### Wire density map, run 1

Scale: 2 px per µm. 25 x 25 tiles, from dark purple (low) to yellow (high), scaled to the fullest tile. Values are wire area over tile area, all layers added.
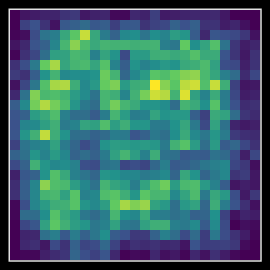
### Zoomed window, run 1

Region (48, 48) to (78, 78) µm. Cells in gray, sequential cells in the stronger gray; small squares are vias.
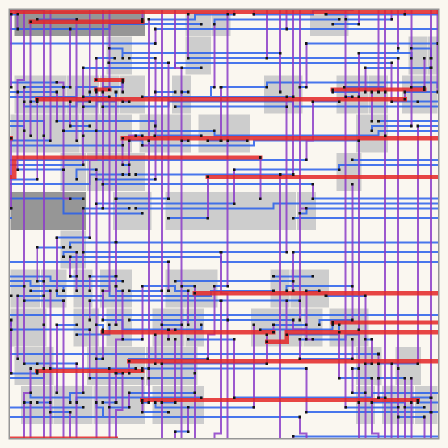
### Wiring by layer, run 1

Scale: 3 px per µm. Two of the layers only.
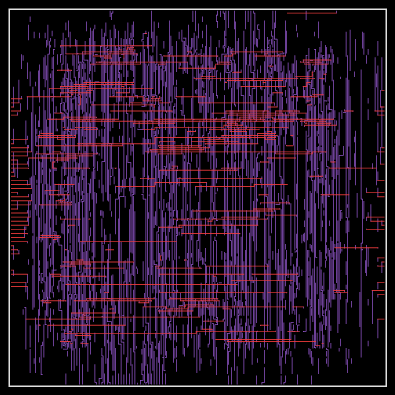
### Placed standard cells, run 1

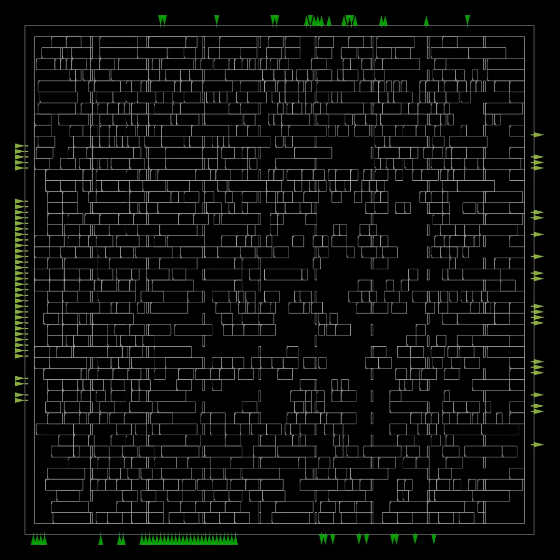
File: src/rtl/axi_stream_insert_header_if.sv
// Bundles the input stream, output stream and header-insert channels of
// axi_stream_insert_header; slave is the block's view, master the environment's.
interface axi_stream_insert_header_if #(
    parameter int DATA_WD      = 32,
    parameter int DATA_BYTE_WD = DATA_WD / 8,
    parameter int BYTE_CNT_WD  = $clog2(DATA_BYTE_WD)
);
    logic                    valid_in;
    logic [DATA_WD-1:0]      data_in;
    logic [DATA_BYTE_WD-1:0] keep_in;
    logic                    last_in;
    logic                    ready_in;

    logic                    valid_out;
    logic [DATA_WD-1:0]      data_out;
    logic [DATA_BYTE_WD-1:0] keep_out;
    logic                    last_out;
    logic                    ready_out;

    logic                    valid_insert;
    logic [DATA_WD-1:0]      data_insert;
    logic [DATA_BYTE_WD-1:0] keep_insert;
    logic [BYTE_CNT_WD-1:0]  byte_insert_cnt;
    logic                    ready_insert;

    modport slave (
        input  valid_in, data_in, keep_in, last_in, ready_out,
        input  valid_insert, data_insert, keep_insert, byte_insert_cnt,
        output ready_in, valid_out, data_out, keep_out, last_out, ready_insert
    );

    modport master (
        output valid_in, data_in, keep_in, last_in, ready_out,
        output valid_insert, data_insert, keep_insert, byte_insert_cnt,
        input  ready_in, valid_out, data_out, keep_out, last_out, ready_insert
    );
endinterface

File: src/rtl/axi_stream_insert_header.sv
// Prepends a 1..DATA_BYTE_WD byte header to each AXI-Stream packet and
// re-packs the merged MSB-first byte stream into full output beats.
module axi_stream_insert_header #(
    parameter int DATA_WD      = 32,
    parameter int DATA_BYTE_WD = DATA_WD / 8,
    parameter int BYTE_CNT_WD  = $clog2(DATA_BYTE_WD)
) (
    input logic                         clk,
    input logic                         rst_n,
    axi_stream_insert_header_if.slave   s
);
    localparam int            TW       = BYTE_CNT_WD + 2;
    localparam logic [TW-1:0] LP_BYTES = TW'(DATA_BYTE_WD);

    typedef enum logic [1:0] {ST_IDLE, ST_STREAM, ST_FLUSH} state_t;

    state_t                  r_state;
    logic [DATA_WD-1:0]      r_res;
    logic [TW-1:0]           r_rcnt;
    logic                    r_valid_out;
    logic [DATA_WD-1:0]      r_data_out;
    logic [DATA_BYTE_WD-1:0] r_keep_out;
    logic                    r_last_out;

    logic                    w_out_free;
    logic                    w_in_fire;
    logic                    w_hdr_fire;
    logic [TW-1:0]           w_hdr_len;
    logic [TW-1:0]           w_keep_cnt;
    logic [TW-1:0]           w_total;
    logic [2*DATA_WD-1:0]    w_cat_shift;
    logic [DATA_WD-1:0]      w_merge;
    logic                    w_unused_keep_insert;

    function automatic logic [DATA_WD-1:0] f_low_bytes(input logic [TW-1:0] n);
        return ~({DATA_WD{1'b1}} << (8 * n));
    endfunction

    function automatic logic [DATA_WD-1:0] f_high_bytes(input logic [TW-1:0] n);
        return ~({DATA_WD{1'b1}} >> (8 * n));
    endfunction

    function automatic logic [DATA_BYTE_WD-1:0] f_lead_keep(input logic [TW-1:0] n);
        return ~({DATA_BYTE_WD{1'b1}} >> n);
    endfunction

    // Header length comes from byte_insert_cnt; keep_insert carries no extra information.
    assign w_unused_keep_insert = &{1'b0, s.keep_insert};

    assign w_out_free     = !r_valid_out || s.ready_out;
    assign s.ready_in     = (r_state == ST_STREAM) && w_out_free;
    assign s.ready_insert = (r_state == ST_IDLE);
    assign w_in_fire      = s.valid_in && s.ready_in;
    assign w_hdr_fire     = s.valid_insert && s.ready_insert;

    assign w_hdr_len  = TW'(s.byte_insert_cnt) + TW'(1);
    assign w_keep_cnt = s.last_in ? TW'($countones(s.keep_in)) : LP_BYTES;
    assign w_total    = r_rcnt + w_keep_cnt;

    // Residual bytes sit right-aligned in r_res; the leading beat of
    // {residual, data_in} is a window shifted down by the residual length.
    assign w_cat_shift = {r_res, s.data_in} >> (8 * r_rcnt);
    assign w_merge     = w_cat_shift[DATA_WD-1:0];

    always_ff @(posedge clk or negedge rst_n) begin
        if (!rst_n) begin
            r_state     <= ST_IDLE;
            r_res       <= '0;
            r_rcnt      <= '0;
            r_valid_out <= 1'b0;
            r_data_out  <= '0;
            r_keep_out  <= '0;
            r_last_out  <= 1'b0;
        end else begin
            if (r_valid_out && s.ready_out) begin
                r_valid_out <= 1'b0;
            end
            unique case (r_state)
                ST_IDLE: begin
                    if (w_hdr_fire) begin
                        r_res   <= s.data_insert & f_low_bytes(w_hdr_len);
                        r_rcnt  <= w_hdr_len;
                        r_state <= ST_STREAM;
                    end
                end
                ST_STREAM: begin
                    if (w_in_fire) begin
                        r_valid_out <= 1'b1;
                        if (!s.last_in) begin
                            r_data_out <= w_merge;
                            r_keep_out <= '1;
                            r_last_out <= 1'b0;
                            r_res      <= s.data_in & f_low_bytes(r_rcnt);
                        end else if (w_total <= LP_BYTES) begin
                            r_data_out <= w_merge & f_high_bytes(w_total);
                            r_keep_out <= f_lead_keep(w_total);
                            r_last_out <= 1'b1;
                            r_state    <= ST_IDLE;
                        end else begin
                            // Leftover bytes are the kept data_in bytes beyond this beat, right-aligned.
                            r_data_out <= w_merge;
                            r_keep_out <= '1;
                            r_last_out <= 1'b0;
                            r_res      <= (s.data_in >> (8 * (LP_BYTES - w_keep_cnt)))
                                          & f_low_bytes(w_total - LP_BYTES);
                            r_rcnt     <= w_total - LP_BYTES;
                            r_state    <= ST_FLUSH;
                        end
                    end
                end
                ST_FLUSH: begin
                    if (w_out_free) begin
                        r_valid_out <= 1'b1;
                        r_data_out  <= r_res << (8 * (LP_BYTES - r_rcnt));
                        r_keep_out  <= f_lead_keep(r_rcnt);
                        r_last_out  <= 1'b1;
                        r_state     <= ST_IDLE;
                    end
                end
                default: r_state <= ST_IDLE;
            endcase
        end
    end

    assign s.valid_out = r_valid_out;
    assign s.data_out  = r_data_out;
    assign s.keep_out  = r_keep_out;
    assign s.last_out  = r_last_out;
endmodule

File: src/flat_wrapper.sv
// flat-port wrapper written by rule: the top's interface ports become plain ports
module axi_stream_insert_header_flat 
#(
    parameter int DATA_WD      = 32,
    parameter int DATA_BYTE_WD = DATA_WD / 8,
    parameter int BYTE_CNT_WD  = $clog2(DATA_BYTE_WD)
)
  (clk, rst_n, s_valid_in, s_data_in, s_keep_in, s_last_in, s_ready_out, s_valid_insert, s_data_insert, s_keep_insert, s_byte_insert_cnt, s_ready_in, s_valid_out, s_data_out, s_keep_out, s_last_out, s_ready_insert);
  axi_stream_insert_header_if #(.DATA_WD(DATA_WD), .DATA_BYTE_WD(DATA_BYTE_WD), .BYTE_CNT_WD(BYTE_CNT_WD)) s_i ();
  input logic clk;
  input logic rst_n;
  input wire logic [$bits(s_i.valid_in)-1:0] s_valid_in;
  input wire logic [$bits(s_i.data_in)-1:0] s_data_in;
  input wire logic [$bits(s_i.keep_in)-1:0] s_keep_in;
  input wire logic [$bits(s_i.last_in)-1:0] s_last_in;
  input wire logic [$bits(s_i.ready_out)-1:0] s_ready_out;
  input wire logic [$bits(s_i.valid_insert)-1:0] s_valid_insert;
  input wire logic [$bits(s_i.data_insert)-1:0] s_data_insert;
  input wire logic [$bits(s_i.keep_insert)-1:0] s_keep_insert;
  input wire logic [$bits(s_i.byte_insert_cnt)-1:0] s_byte_insert_cnt;
  output wire logic [$bits(s_i.ready_in)-1:0] s_ready_in;
  output wire logic [$bits(s_i.valid_out)-1:0] s_valid_out;
  output wire logic [$bits(s_i.data_out)-1:0] s_data_out;
  output wire logic [$bits(s_i.keep_out)-1:0] s_keep_out;
  output wire logic [$bits(s_i.last_out)-1:0] s_last_out;
  output wire logic [$bits(s_i.ready_insert)-1:0] s_ready_insert;
  assign s_i.valid_in = s_valid_in;
  assign s_i.data_in = s_data_in;
  assign s_i.keep_in = s_keep_in;
  assign s_i.last_in = s_last_in;
  assign s_i.ready_out = s_ready_out;
  assign s_i.valid_insert = s_valid_insert;
  assign s_i.data_insert = s_data_insert;
  assign s_i.keep_insert = s_keep_insert;
  assign s_i.byte_insert_cnt = s_byte_insert_cnt;
  assign s_ready_in = s_i.ready_in;
  assign s_valid_out = s_i.valid_out;
  assign s_data_out = s_i.data_out;
  assign s_keep_out = s_i.keep_out;
  assign s_last_out = s_i.last_out;
  assign s_ready_insert = s_i.ready_insert;
  axi_stream_insert_header #(.DATA_WD(DATA_WD), .DATA_BYTE_WD(DATA_BYTE_WD), .BYTE_CNT_WD(BYTE_CNT_WD)) u_core (.clk(clk), .rst_n(rst_n), .s(s_i));
endmodule
File: config.mk
export PLATFORM = sky130hd
export DESIGN_NAME = axi_stream_insert_header_flat
export DESIGN_NICKNAME = d
export VERILOG_FILES = /design/src/rtl/axi_stream_insert_header_if.sv /design/src/rtl/axi_stream_insert_header.sv /design/src/flat_wrapper.sv
export SDC_FILE = /design/constraint.sdc
export NUM_CORES = 1
export LEC_CHECK = 0
export CORE_MARGIN = 2
export CORE_UTILIZATION = 45
export DETAILED_ROUTE_END_ITERATION = 12
export GPL_TIMING_DRIVEN = 0
export PLACE_DENSITY = 0.7
export SLEW_MARGIN = 5
export SYNTH_ARGS = -nofsm -noshare
export SYNTH_HDL_FRONTEND = slang
export SYNTH_SLANG_ARGS = --single-unit
File: constraint.sdc
create_clock -name clk -period 4.3 [get_ports clk]
set_clock_uncertainty 0.05 [all_clocks]
set_input_delay 0.86 -clock clk [delete_from_list [all_inputs] [get_ports clk]]
set_output_delay 0.86 -clock clk [all_outputs]
set_load 0.005 [all_outputs]
==> deck_impl_summary.md, run 1 <==
Flow Results at a Glance

Global route
  • Vias in the first global route: 6910
  • Largest net degree at the start of global routing: 42
  • First-pass GRT wire length: 42.6 mm

Setup path
  • Slowest stage delay, CP: 0.55 ns
  • Slowest cell on crit path: fa_1
  • Cell Chain, Critical Path: buf_6, ha_4, ha_4, fa_1, nand2_2, inv_4, ha_4, a21o_1, a21oi_4, xnor2_4, ha_4, or3b_4, o31ai_4, nand3_2, o21bai_4, buf_6, buf_8, buf_6, mux2_4
  • Setup crit start kind: primary input
  • Cell mode on critical path: ha_4
  • Crit path to: u_core.r_res[22]
  • WP data required: 4.48 ns
  • Setup CP Type: primary input to flop
  • Reg2Reg Depth: 9

Layout
  • Share of cells above drive strength 1: 0.160
  • Commonest non-fill, non-tap cell in the layout: clkdlybuf4s50_1
  • Area Growth Syn to Fin: 32.9%
  • N_diodes: 0

Timing
  • Crit share post-route: 1.03
  • Final setup viols: 32
  • Min Tclk post-route: 4.45 ns
  • Slew Viols, Final: 0
  • Least-Margin Pin Slew: 1.04 ns
  • Setup ws final: -0.146 ns

Power and ir drop
  • PD cells: 883 nW/µm²
  • Power Total: 0.00775 W
  • Leak: 3.71 nW

Clocking
  • Reg clk slew, reported paths: 0.06 ns
  • Late-Pin Clk Latency: 0.35 ns
  • CTS tree: yes
  • H-tree lvl count: 3
  • Hold Buf Count CTS: 0
  • Clock Path Buffers: 2
  • CTS buffer count: 9

Drt
  • DR WL met2: 13.0 mm
  • DRC: 0
  • Initial DRT Pass Iterations: 8
  • Met1 WL: 12.0 mm

Die
  • Starting Density: 0.458
  • IO Count: 120

Logic synthesis
  • Top_reg_cell synth: dfrtp_1
  • Post-synth EDFFs: 0
  • Synth flops: 76
  • Count leader, synth: mux2i_1
  • Area leader, netlist: dfrtp_1
  • Synth Cell Area: 6600 µm²
  • Seq/Total Area, Yosys: 0.288
  • Warnings, synthesis: 0
  • Synth cell types: 65
  • YS chip area: 6600 µm²

Flow run
  • Max-Cap Viols: 0
  • Log Warnings: 38

Place
  • Area after DPL: 8090 µm²
  • Setup WS pre-CTS: -1.26 ns

Outcome
  • Outcome: finished with violations
  • Failing checks: setup timing
About 'Wire density map':
The fullest tile reaches 0.77. 36% of the tiles are over half the peak. The emptiest ninth of the die: lower right. 3.8% of the tiles are nearly empty.
Via Count: 7052
Routed WL: 28.6 mm
gr usage total: 0.358
DR WL/cell: 26.9 µm

About 'Zoomed window':
metal 3: in red. metal 1: in blue. metal 2: in purple.
Most frequent: mux2i_1 (11), nor2_1 (9), o22ai_1 (6). 55 logic cells have their middle in the window. Sequential cells in the window: 2. Netlist names of flops here include u_core.r_res (2).

About 'Wiring by layer':
metal 2: in purple, wire length 13000 µm. metal 3: in red, wire length 2730 µm.

About 'Placed standard cells':
fill cell count: 1240
core area: 14400 µm²

==> run 1: cell families (layout without fill, tap and decap cells) <==
kind of cell,after synthesis,after routing,synth area share
xor+xnor,3,3,0.00398
flops,76,76,0.288
buf+inv,75,232,0.0502
compound gates,253,253,0.269
simple gates,164,164,0.126
fa+ha+maj,19,19,0.0383
mux,132,132,0.225
==> run 1: metal layers <==
layer,GRT usage,vias to the layer above
li1,-,3098
met1,0.500,3411
met2,0.562,478
met3,0.0608,65
met4,0.131,0
met5,0,-
==> run 1: per-stage QoR <==
step / hold WS [ns] / util / std cells
floorplan: 0.423 / - / 722
detailed placement: 0.424 / 0.561 / 1022
global placement: 0.419 / 0.560 / 1021
global route: 0.473 / 0.608 / 1063
CTS: 0.439 / 0.605 / 1060
finish: 0.433 / 0.608 / 1063
==> run 1: power breakdown <==
group	leakage, nW	switching [W]	internal, W
sequential	0.953	0.000486	0.00104
combinational	2.63	0.00300	0.00248
clock	0.127	0.000329	0.000405
total	3.71	0.00382	0.00393
==> run 1: final cells by class <==
| type | count | area [µm²] |
|---|---|---|
| multi-input combinational | 571 | 4560 |
| fill | 1240 | 5650 |
| timing repair buffer | 144 | 1490 |
| clock buffer | 10 | 239 |
| buffer | 46 | 214 |
| tap | 184 | 230 |
| inverter | 26 | 103 |
| sequential | 76 | 1900 |
| clock inverter | 6 | 40.0 |
==> run 1: state kept, by name (all words and copies together), names as in the netlist <==
register and cells:
u_core.s.last_out 1, u_core.r_state 2, u_core.r_rcnt 4, u_core.s.valid_out 1, u_core.s.data_out 32, u_core.r_res 32, u_core.s.keep_out 4
==> run 1: timing repair <==
item,4_1_cts,5_1_grt
gates cloned,3,0
resized,45,11
endpoints found under the setup margin,70,42
buffers inserted,20,6
pin swaps,9,9
==> run 2, diff against run 1 <==
--- a/config.mk
+++ b/config.mk
@@ -7,6 +7,7 @@
 export LEC_CHECK = 0
 export CORE_MARGIN = 2
 export CORE_UTILIZATION = 45
+export CTS_CLUSTER_SIZE = 14
 export DETAILED_ROUTE_END_ITERATION = 12
 export GPL_TIMING_DRIVEN = 0
 export PLACE_DENSITY = 0.7
### Zoomed window, run 2

Region (48, 48) to (78, 78) µm. Cells in gray, sequential cells in the stronger gray; small squares are vias.
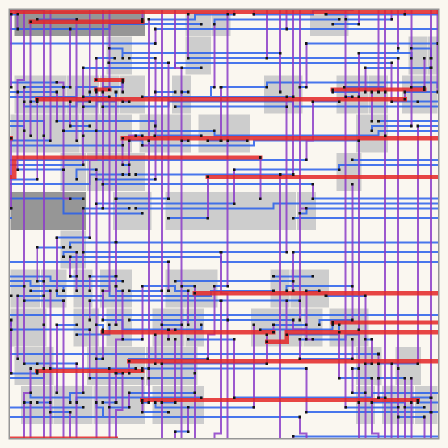
metal 3: in red. metal 2: in purple. metal 1: in blue.
Sequential cells in the window: 2. 55 logic cells have their middle in the window. Netlist names of flops here include u_core.r_res (2). Most frequent: mux2i_1 (11), nor2_1 (9), o22ai_1 (6).

==> deck_impl_summary.md, run 2 <==
Flow Results at a Glance

Clocking
  • Clock Path Buffers: 2 (unchanged)
  • Hold Buf Count CTS: 0 (unchanged)
  • H-tree lvl count: 3 (unchanged)
  • Root cell of the clock tree: clkbuf_16 (unchanged)
  • Late-Pin Clk Latency: 0.35 ns (about the same)
  • Reg clk slew, reported paths: 0.06 ns (about the same)
  • CTS tree: yes (unchanged)
  • CTS buffer count: 9 (unchanged)
  • Total clock sinks: 76 (unchanged)

Power and ir drop
  • PD cells: 883 nW/µm² (unchanged)
  • Worst ir drop on vdd: 0.000435 V (unchanged)
  • Power Total: 0.00775 W (unchanged)
  • Leak: 3.71 nW (unchanged)

Global route
  • Largest net degree at the start of global routing: 42 (unchanged)
  • Grt peak-use layer: met2 (unchanged)
  • Initial antenna violation count: 0 (unchanged)
  • Gr usage total: 0.358 (unchanged)
  • First-pass GRT wire length: 42.6 mm (unchanged)
  • GR Layer Usage met1: 0.500 (unchanged)
  • Vias in the first global route: 6910 (unchanged)
  • M3 GR Usage: 0.0608 (unchanged)
  • Met2 usage: 0.562 (unchanged)

Drt
  • DR WL met2: 13.0 mm (unchanged)
  • Via Count: 7052 (unchanged)
  • Routed WL: 28.6 mm (unchanged)
  • Met1 WL: 12.0 mm (unchanged)
  • Initial DRT Pass Iterations: 8 (unchanged)
  • Met3 routed WL: 2.73 mm (unchanged)
  • DR WL/cell: 26.9 µm (unchanged)
  • Antenna-violating nets left: 0 (unchanged)
  • DRC: 0 (unchanged)

Layout
  • Fin util: 0.608 (unchanged)
  • Cell area after layout: 8770 µm² (unchanged)
  • N_diodes: 0 (unchanged)
  • Share of cells above drive strength 1: 0.160 (unchanged)
  • Final non-filler cell total: 1063 (unchanged)
  • Fill cell count: 1240 (unchanged)
  • Commonest non-fill, non-tap cell in the layout: clkdlybuf4s50_1 (unchanged)
  • Fin nets: 973 (unchanged)
  • Area Growth Syn to Fin: 32.9% (unchanged)

Logic synthesis
  • Synth cell types: 65 (unchanged)
  • Synth Cell Area: 6600 µm² (unchanged)
  • Mux frac, synth: 0.225 (unchanged)
  • Synth flops: 76 (unchanged)
  • Adder Area Share: 0.0383 (unchanged)
  • Top_reg_cell synth: dfrtp_1 (unchanged)
  • Post-Synth AOI/OAI Area: 0.269 (unchanged)
  • Largest logic family: AND-OR/OR-AND gates (unchanged)
  • Warnings, synthesis: 0 (unchanged)
  • XOR/XNOR Fraction of Synth Area: 0.00398 (unchanged)
  • Area leader, netlist: dfrtp_1 (unchanged)
  • Seq/Total Area, Yosys: 0.288 (unchanged)
  • YS chip area: 6600 µm² (unchanged)
  • Post-Synth Simple-Gate Area: 0.126 (unchanged)
  • Post-synth EDFFs: 0 (unchanged)
  • Top cells, area: dfrtp_1 (29%), mux2i_1 (15%), mux2_4 (5.0%) (unchanged)
  • Count leader, synth: mux2i_1 (unchanged)

Setup path
  • Crit path arrival time: 4.63 ns (about the same)
  • Slowest stage delay, CP: 0.55 ns (about the same)
  • Cell Chain, Critical Path: buf_6, ha_4, ha_4, fa_1, nand2_2, inv_4, ha_4, a21o_1, a21oi_4, xnor2_4, ha_4, or3b_4, o31ai_4, nand3_2, o21bai_4, buf_6, buf_8, buf_6, mux2_4 (unchanged)
  • Slowest cell on crit path: fa_1 (unchanged)
  • Setup crit start kind: primary input (unchanged)
  • Stages on the worst setup path: 19 (unchanged)
  • Reg2Reg Depth: 9 (unchanged)
  • Cell mode on critical path: ha_4 (unchanged)
  • Setup CP Type: primary input to flop (unchanged)
  • WP data required: 4.48 ns (about the same)

Timing
  • Crit share post-route: 1.03 (unchanged)
  • Least-Margin Pin Slew: 1.04 ns (unchanged)
  • Final setup viols: 32 (unchanged)
  • Slew Viols, Final: 0 (unchanged)
  • Min Tclk post-route: 4.45 ns (unchanged)
  • Setup ws final: -0.146 ns (unchanged)
  • WHS: 0.433 ns (unchanged)
  • Setup TNS: -2.66 ns (unchanged)

Die
  • Starting Density: 0.458 (unchanged)
  • Die area: 15700 µm² (unchanged)
  • Core area: 14400 µm² (unchanged)
  • Die Y: 125 µm (unchanged)
  • # rows: 44 (unchanged)
  • IO Count: 120 (unchanged)

Flow run
  • Log Warnings: 38 (unchanged)
  • Max-Cap Viols: 0 (unchanged)

Outcome
  • Outcome: finished with violations (unchanged)
  • Failing checks: setup timing (unchanged)

Place
  • Area after DPL: 8090 µm² (unchanged)
  • Port Buffers: 115 (unchanged)
  • Setup WS pre-CTS: -1.26 ns (unchanged)
  • Placed cells: 1022 (unchanged)
-- run 2: layout make-up --
type | instances | area [µm²] | area share
sequential | 76 | 1900 | 0.217
buffer | 46 | 214 | 0.0244
clock inverter | 6 | 40.0 | 0.00456
inverter | 26 | 103 | 0.0117
clock buffer | 10 | 239 | 0.0272
multi-input combinational | 571 | 4560 | 0.520
timing repair buffer | 144 | 1490 | 0.169
tap | 184 | 230 | 0.0262
-- run 2: path summary, 6_finish.rpt --
| check | start | to | slack (ns) |
|---|---|---|---|
| setup / recovery | s_keep_in[0] | u_core.r_res[22] | -0.15 |
| hold reg to reg | u_core.s.keep_out[0] | u_core.s.keep_out[0] | 0.43 |
| min in group clk | u_core.s.keep_out[0] | u_core.s.keep_out[0] | 0.43 |
| max in group asynchronous | rst_n | u_core.s.keep_out[2] | 3.17 |
| hold / removal | rst_n | u_core.r_res[3] | 0.43 |
| setup reg to reg | u_core.r_rcnt[0] | u_core.s.data_out[1] | 0.66 |
-- run 2: logic make-up after synthesis --
| kind of cell | after synthesis |
|---|---|
| AOI/OAI and AO/OA | 253 |
| adders and majority gates | 19 |
| xor gates and xnor gates | 3 |
| muxes | 132 |
| buffers and inverters | 75 |
| DFF | 76 |
| and+or+nand+nor | 164 |
-- run 2: what timing repair did --
| item | in CTS | in global routing |
|---|---|---|
| pin swaps | 9 | 9 |
| endpoints found under the setup margin | 70 | 42 |
| gates cloned | 3 | 0 |
| hold endpoints to repair | 0 | 0 |
| resized | 45 | 11 |
| buffers inserted | 20 | 6 |
-- run 2: where the power goes --
group / internal (W) / switching [W]
registers: 0.00104 / 0.000486
logic: 0.00248 / 0.00300
clock network: 0.000405 / 0.000329
Power and IR drop assume default switching activity.
